--- src/rtl/rhythm_pkg.sv ---
// rhythm_pkg: game states, keycodes, score limit and lane popcount shared by the rhythm blocks
package rhythm_pkg;
  typedef enum logic [1:0] {Idle, Playing, Done} state_t;
  localparam logic [7:0] KEY_START = 8'h2c;
  localparam logic [7:0] KEY_RESET = 8'h01;
  localparam int SCORE_MAX = 9999;
  localparam int POP_W = 64;
  function automatic logic [6:0] popcount(input logic [POP_W-1:0] v);
    popcount = '0;
    for (int i = 0; i < POP_W; i++) popcount = popcount + 7'(v[i]);
  endfunction
endpackage

--- src/rtl/bin_to_bcd4.sv ---
// bin_to_bcd4: combinational double-dabble conversion of a 14-bit value to four BCD digits
module bin_to_bcd4 (
  input  logic [13:0] i_bin,
  output logic [15:0] o_bcd
);
  logic [29:0] w_sr;
  always_comb begin
    w_sr = {16'd0, i_bin};
    for (int i = 0; i < 14; i++) begin
      for (int d = 0; d < 4; d++)
        w_sr[14+4*d +: 4] = (w_sr[14+4*d +: 4] >= 4'd5) ? w_sr[14+4*d +: 4] + 4'd3 : w_sr[14+4*d +: 4];
      w_sr = w_sr << 1;
    end
    o_bcd = w_sr[29:14];
  end
endmodule

--- src/rtl/score_keeper.sv ---
// score_keeper: per-frame hit edge detect, score/combo/statistics and Idle/Playing/Done game sequence
// SCORE_COMBO_BONUS_EN doubles points while the combo is at or above COMBO_THRESH
module score_keeper
  import rhythm_pkg::*;
#(
  parameter int N_DROPS      = 32,
  parameter int POINTS       = 10,
  parameter int COMBO_THRESH = 10,
  parameter int COMBO_WINDOW = 240,
  parameter int SONG_FRAMES  = 3600,
  parameter int SCORE_MAX    = rhythm_pkg::SCORE_MAX
) (
  input  logic               frame_clk,
  input  logic               Reset,
  input  logic [7:0]         keycode,
  input  logic [N_DROPS-1:0] hits,
  output logic [15:0]        score_bcd,
  output logic [7:0]         combo,
  output logic [7:0]         max_combo,
  output logic [9:0]         hit_count,
  output logic               playing,
  output logic               game_over
);
  localparam int FW = $clog2(SONG_FRAMES + 1);
  localparam int GW = $clog2(COMBO_WINDOW + 1);
  state_t             r_state, w_next;
  logic [N_DROPS-1:0] r_prev, w_rise;
  logic [13:0]        r_score, w_score_nx;
  logic [7:0]         r_combo, r_max, w_combo_nx, w_max_nx;
  logic [9:0]         r_hits, w_hits_nx;
  logic [FW-1:0]      r_frame;
  logic [GW-1:0]      r_gap;
  logic [6:0]         w_n;
  logic [1:0]         w_mult;
  logic [17:0]        w_sum;
  logic [8:0]         w_combo_sum;
  logic [10:0]        w_hits_sum;
  logic               w_hit, w_expire, w_last, w_start;
  assign w_rise = hits & ~r_prev;
  assign w_n    = popcount(POP_W'(w_rise));
  assign w_hit  = |w_rise;
`ifdef SCORE_COMBO_BONUS_EN
  assign w_mult = (r_combo >= 8'(COMBO_THRESH)) ? 2'd2 : 2'd1;
`else
  assign w_mult = 2'd1;
`endif
  always_comb begin
    w_sum       = 18'(r_score) + 18'(w_n) * 18'(POINTS) * 18'(w_mult);
    w_score_nx  = (w_sum > 18'(SCORE_MAX)) ? 14'(SCORE_MAX) : w_sum[13:0];
    w_combo_sum = {1'b0, r_combo} + 9'(w_n);
    w_combo_nx  = w_combo_sum[8] ? 8'hff : w_combo_sum[7:0];
    w_max_nx    = (w_combo_nx > r_max) ? w_combo_nx : r_max;
    w_hits_sum  = {1'b0, r_hits} + 11'(w_n);
    w_hits_nx   = w_hits_sum[10] ? 10'h3ff : w_hits_sum[9:0];
    w_expire    = r_gap == GW'(COMBO_WINDOW - 1);
    w_last      = r_frame == FW'(SONG_FRAMES - 1);
    w_start     = (r_state == Idle) && (keycode == KEY_START);
  end
  always_ff @(posedge frame_clk)
    r_state <= Reset ? Idle : w_next;
  always_comb begin
    w_next = (r_state == Idle)    ? (w_start ? Playing : Idle) :
             (r_state == Playing) ? (w_last ? Done : Playing) :
             (keycode == KEY_RESET) ? Idle : Done;
  end
  always_comb begin
    playing   = r_state == Playing;
    game_over = r_state == Done;
  end
  // Lanes are sampled in every state so hits held across a start never register as edges
  always_ff @(posedge frame_clk) begin
    r_prev <= hits;
    if (Reset || w_start) begin
      r_score <= '0;
      r_combo <= '0;
      r_max   <= '0;
      r_hits  <= '0;
      r_frame <= '0;
      r_gap   <= '0;
    end else if (r_state == Playing) begin
      r_score <= w_score_nx;
      r_hits  <= w_hits_nx;
      r_max   <= w_max_nx;
      r_frame <= r_frame + FW'(1);
      r_combo <= w_hit ? w_combo_nx : w_expire ? '0 : r_combo;
      r_gap   <= (w_hit || w_expire) ? '0 : r_gap + GW'(1);
    end
  end
  bin_to_bcd4 u_bcd (.i_bin(r_score), .o_bcd(score_bcd));
  assign combo     = r_combo;
  assign max_combo = r_max;
  assign hit_count = r_hits;
endmodule

--- config.mk ---
export PLATFORM = sky130hd
export DESIGN_NAME = score_keeper
export DESIGN_NICKNAME = d
export VERILOG_FILES = /design/src/rtl/rhythm_pkg.sv /design/src/rtl/bin_to_bcd4.sv /design/src/rtl/score_keeper.sv
export SDC_FILE = /design/constraint.sdc
export NUM_CORES = 1
export LEC_CHECK = 0
export CAP_MARGIN = 0
export CORE_MARGIN = 2
export CORE_UTILIZATION = 53
export DETAILED_ROUTE_END_ITERATION = 7
export GPL_TIMING_DRIVEN = 0
export PLACE_DENSITY = 0.75
export SLEW_MARGIN = 20
export SYNTH_ARGS = -nofsm -noshare
export SYNTH_HDL_FRONTEND = slang
export SYNTH_SLANG_ARGS = --single-unit
export TNS_END_PERCENT = 5
--- constraint.sdc ---
create_clock -name frame_clk -period 34.6 [get_ports frame_clk]
set_input_delay 6.92 -clock frame_clk [delete_from_list [all_inputs] [get_ports frame_clk]]
set_output_delay 6.92 -clock frame_clk [all_outputs]
set_load 0.03 [all_outputs]
==> Slide: Implementation Results <==
Synthesis and Place & Route Summary

Cells and area
  • Register area: 0.00188 mm2
  • Fillers: 1430
  • Fraction of layout cells with a size suffix above 1: 7.03%
  • Gate Area: 0.00665 mm2
  • Plain + repair buffers: between 100 and 150
  • Final cell utilization of the core: 62.8%
  • Design area: ~0.010 mm2
  • Antenna Cells: 0

Floorplanning
  • Die area: 0.0179 mm2
  • Die Ht: between 100 and 150 um
  • FP Util: 54.2%
  • # IOs: 86

Global routing
  • M1 GR Usage: 30.3%
  • Vias in the first global route: about 7700
  • Overflow after GRT: 0
  • Gr busiest metal: met2

Detailed routing
  • Via count: a little over 8000
  • WL per Instance: 14.6 um
  • DR DRC count: 0
  • Via-to-Cell Ratio: approximately 5.8
  • Antenna-violating nets left: 0

Timing
  • RSZ-0062 raised after global routing: no

Yosys
  • Average size of a mapped cell: slightly above 8 um2
  • Synth Register Bits: about 94

Min path
  • Worst hold endpoint: r_score[0]$_SDFFE_PP0P_

Run status
  • Outcome: finished clean

Worst setup path
  • Worst-path fanout max: 10
  • R2R setup slack: about 25 ns
  • Worst endpoint required time: 27.68 ns
  • Cell mode on critical path: ha_1
  • Critical path's top delay family: AND-OR/OR-AND gates
  • Crit path DAT: ~12 ns

CTS
  • H-tree lvl count: 3
  • Latency at later pin: 0.35 ns
  • Hold buffer count at CTS: 0

Power and ir drop
  • Logic pwr share: a little over two thirds
  • Total power: 0.000718 W

Placement
  • Worst slack, placed: 16.06 ns
  • Final HPWL DP: 15.9 mm
  • Port Buffers: 85

Job
  • Tool Warnings: 33
flip-flops by register name, indices dropped and copies added, names as in the netlist:
name,count
combo,8
hit_count,10
max_combo,8
r_frame,12
r_gap,8
r_prev,32
r_score,14
r_state,2
power groups by stage:
stage	clock, W	combinational, W	sequential (W)
final	0.000103	0.000503	0.000112
after global routing	0.000109	0.000576	0.000112
after CTS	0.000105	0.000506	0.000112
after detailed placement	0	0.000495	0.000114
after global placement	0	0.000481	0.000114
after floorplan	0	0.000399	0.000114
cells in the mapped netlist (9+ instances only):
cell / n / share of area (%)
a211oi_1: 19 / 1.6
a21o_1: 21 / 1.8
a21oi_1: 70 / 3.9
a22o_1: 10 / 0.98
a31oi_1: 9 / 0.63
clkbuf_1: 31 / 1.3
dfxtp_1: 94 / 21
fa_1: 28 / 6.3
ha_1: 72 / 10
inv_1: 68 / 2.9
mux2_2: 9 / 1.1
mux2i_1: 22 / 2.5
nand2_1: 69 / 2.9
nand2b_1: 27 / 1.9
nand3_1: 26 / 1.5
nand4_1: 22 / 1.5
nor2_1: 117 / 4.9
nor2b_1: 32 / 2.2
nor3_1: 34 / 1.9
o211ai_1: 10 / 0.84
o21a_1: 10 / 0.84
o21ai_0: 47 / 2.6
o21bai_1: 9 / 0.75
xnor2_1: 31 / 3.0
xor2_1: 24 / 2.3
layer usage:
layer | vias to the layer above | part of all wire [%]
li1 | 4190 | -
met2 | 194 | 49
met4 | 0 | 1.3
met3 | 31 | 3.8
met1 | 3857 | 46
met5 | - | 0
cells by family after synthesis:
group	after synthesis	synth area share [%]
AND-OR/OR-AND	307	24.9
buffers and inverters	110	4.71
flip-flops	94	21.0
XOR/XNOR	61	6.72
AND/OR/NAND/NOR	384	21.5
adder cells (fa/ha/maj)	100	16.3
multiplexers	38	4.82
Fig. 1: cell sizes after repair
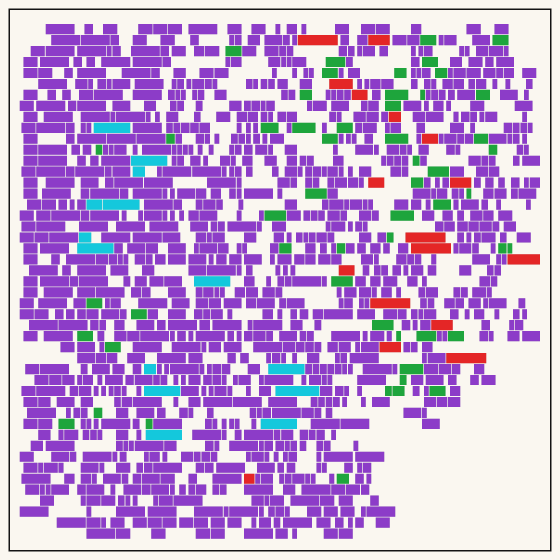
drive 6 and up: drawn in cyan, cells 14, most used clkbuf_16. drive 2: drawn in green, cells 53, most used mux2_2. drive 1 or less: drawn in purple, cells 1111, most used nor2_1. drive 3 to 4: drawn in red, cells 17, most used mux2_4.

Fig. 2: routed metal, one colour a layer
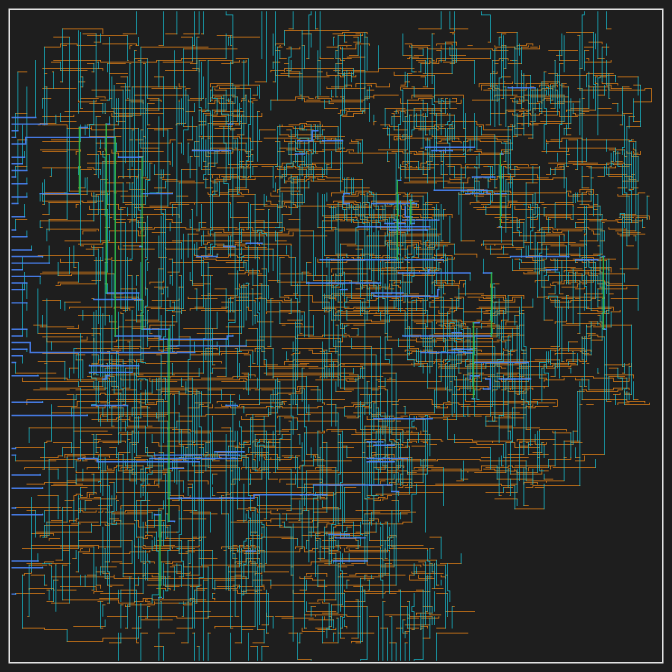
met2: drawn in cyan, wire length 10000 um. met1: drawn in orange, wire length 9590 um. met4: drawn in green, wire length 260 um. met3: drawn in blue, wire length 774 um.

Fig. 3: cell placement
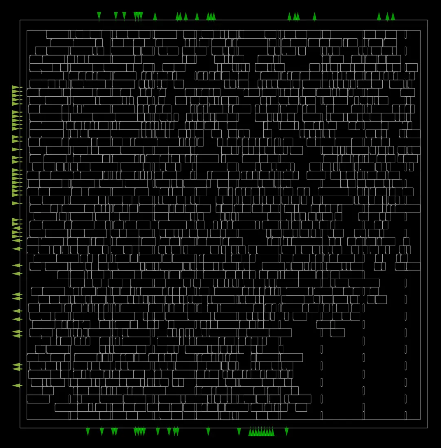
Flops: 94
core box area: 0.0165 mm2
Well-Tap Cells: 220
Seq area share: 18.1%

Fig. 4: wires at chosen ports, followed through buffers
Bar = 50 um.
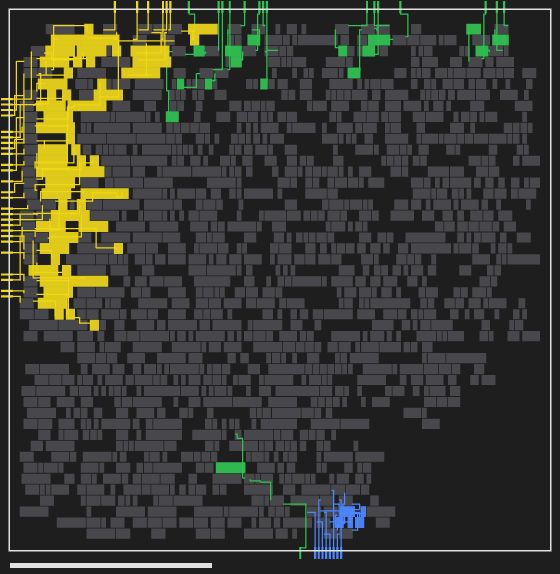
`keycode`: drawn in blue, bits 8, direction input, edge south, end cells 5, wire 136 um. `hits`: drawn in yellow, bits 32, direction input, edge 26 west, 6 north, end cells 64, wire 721 um. `score_bcd`: drawn in green, bits 16, direction output, edge 15 north, 1 south, end cells 16, wire 272 um.

Power is estimated from default activity; no workload was simulated.
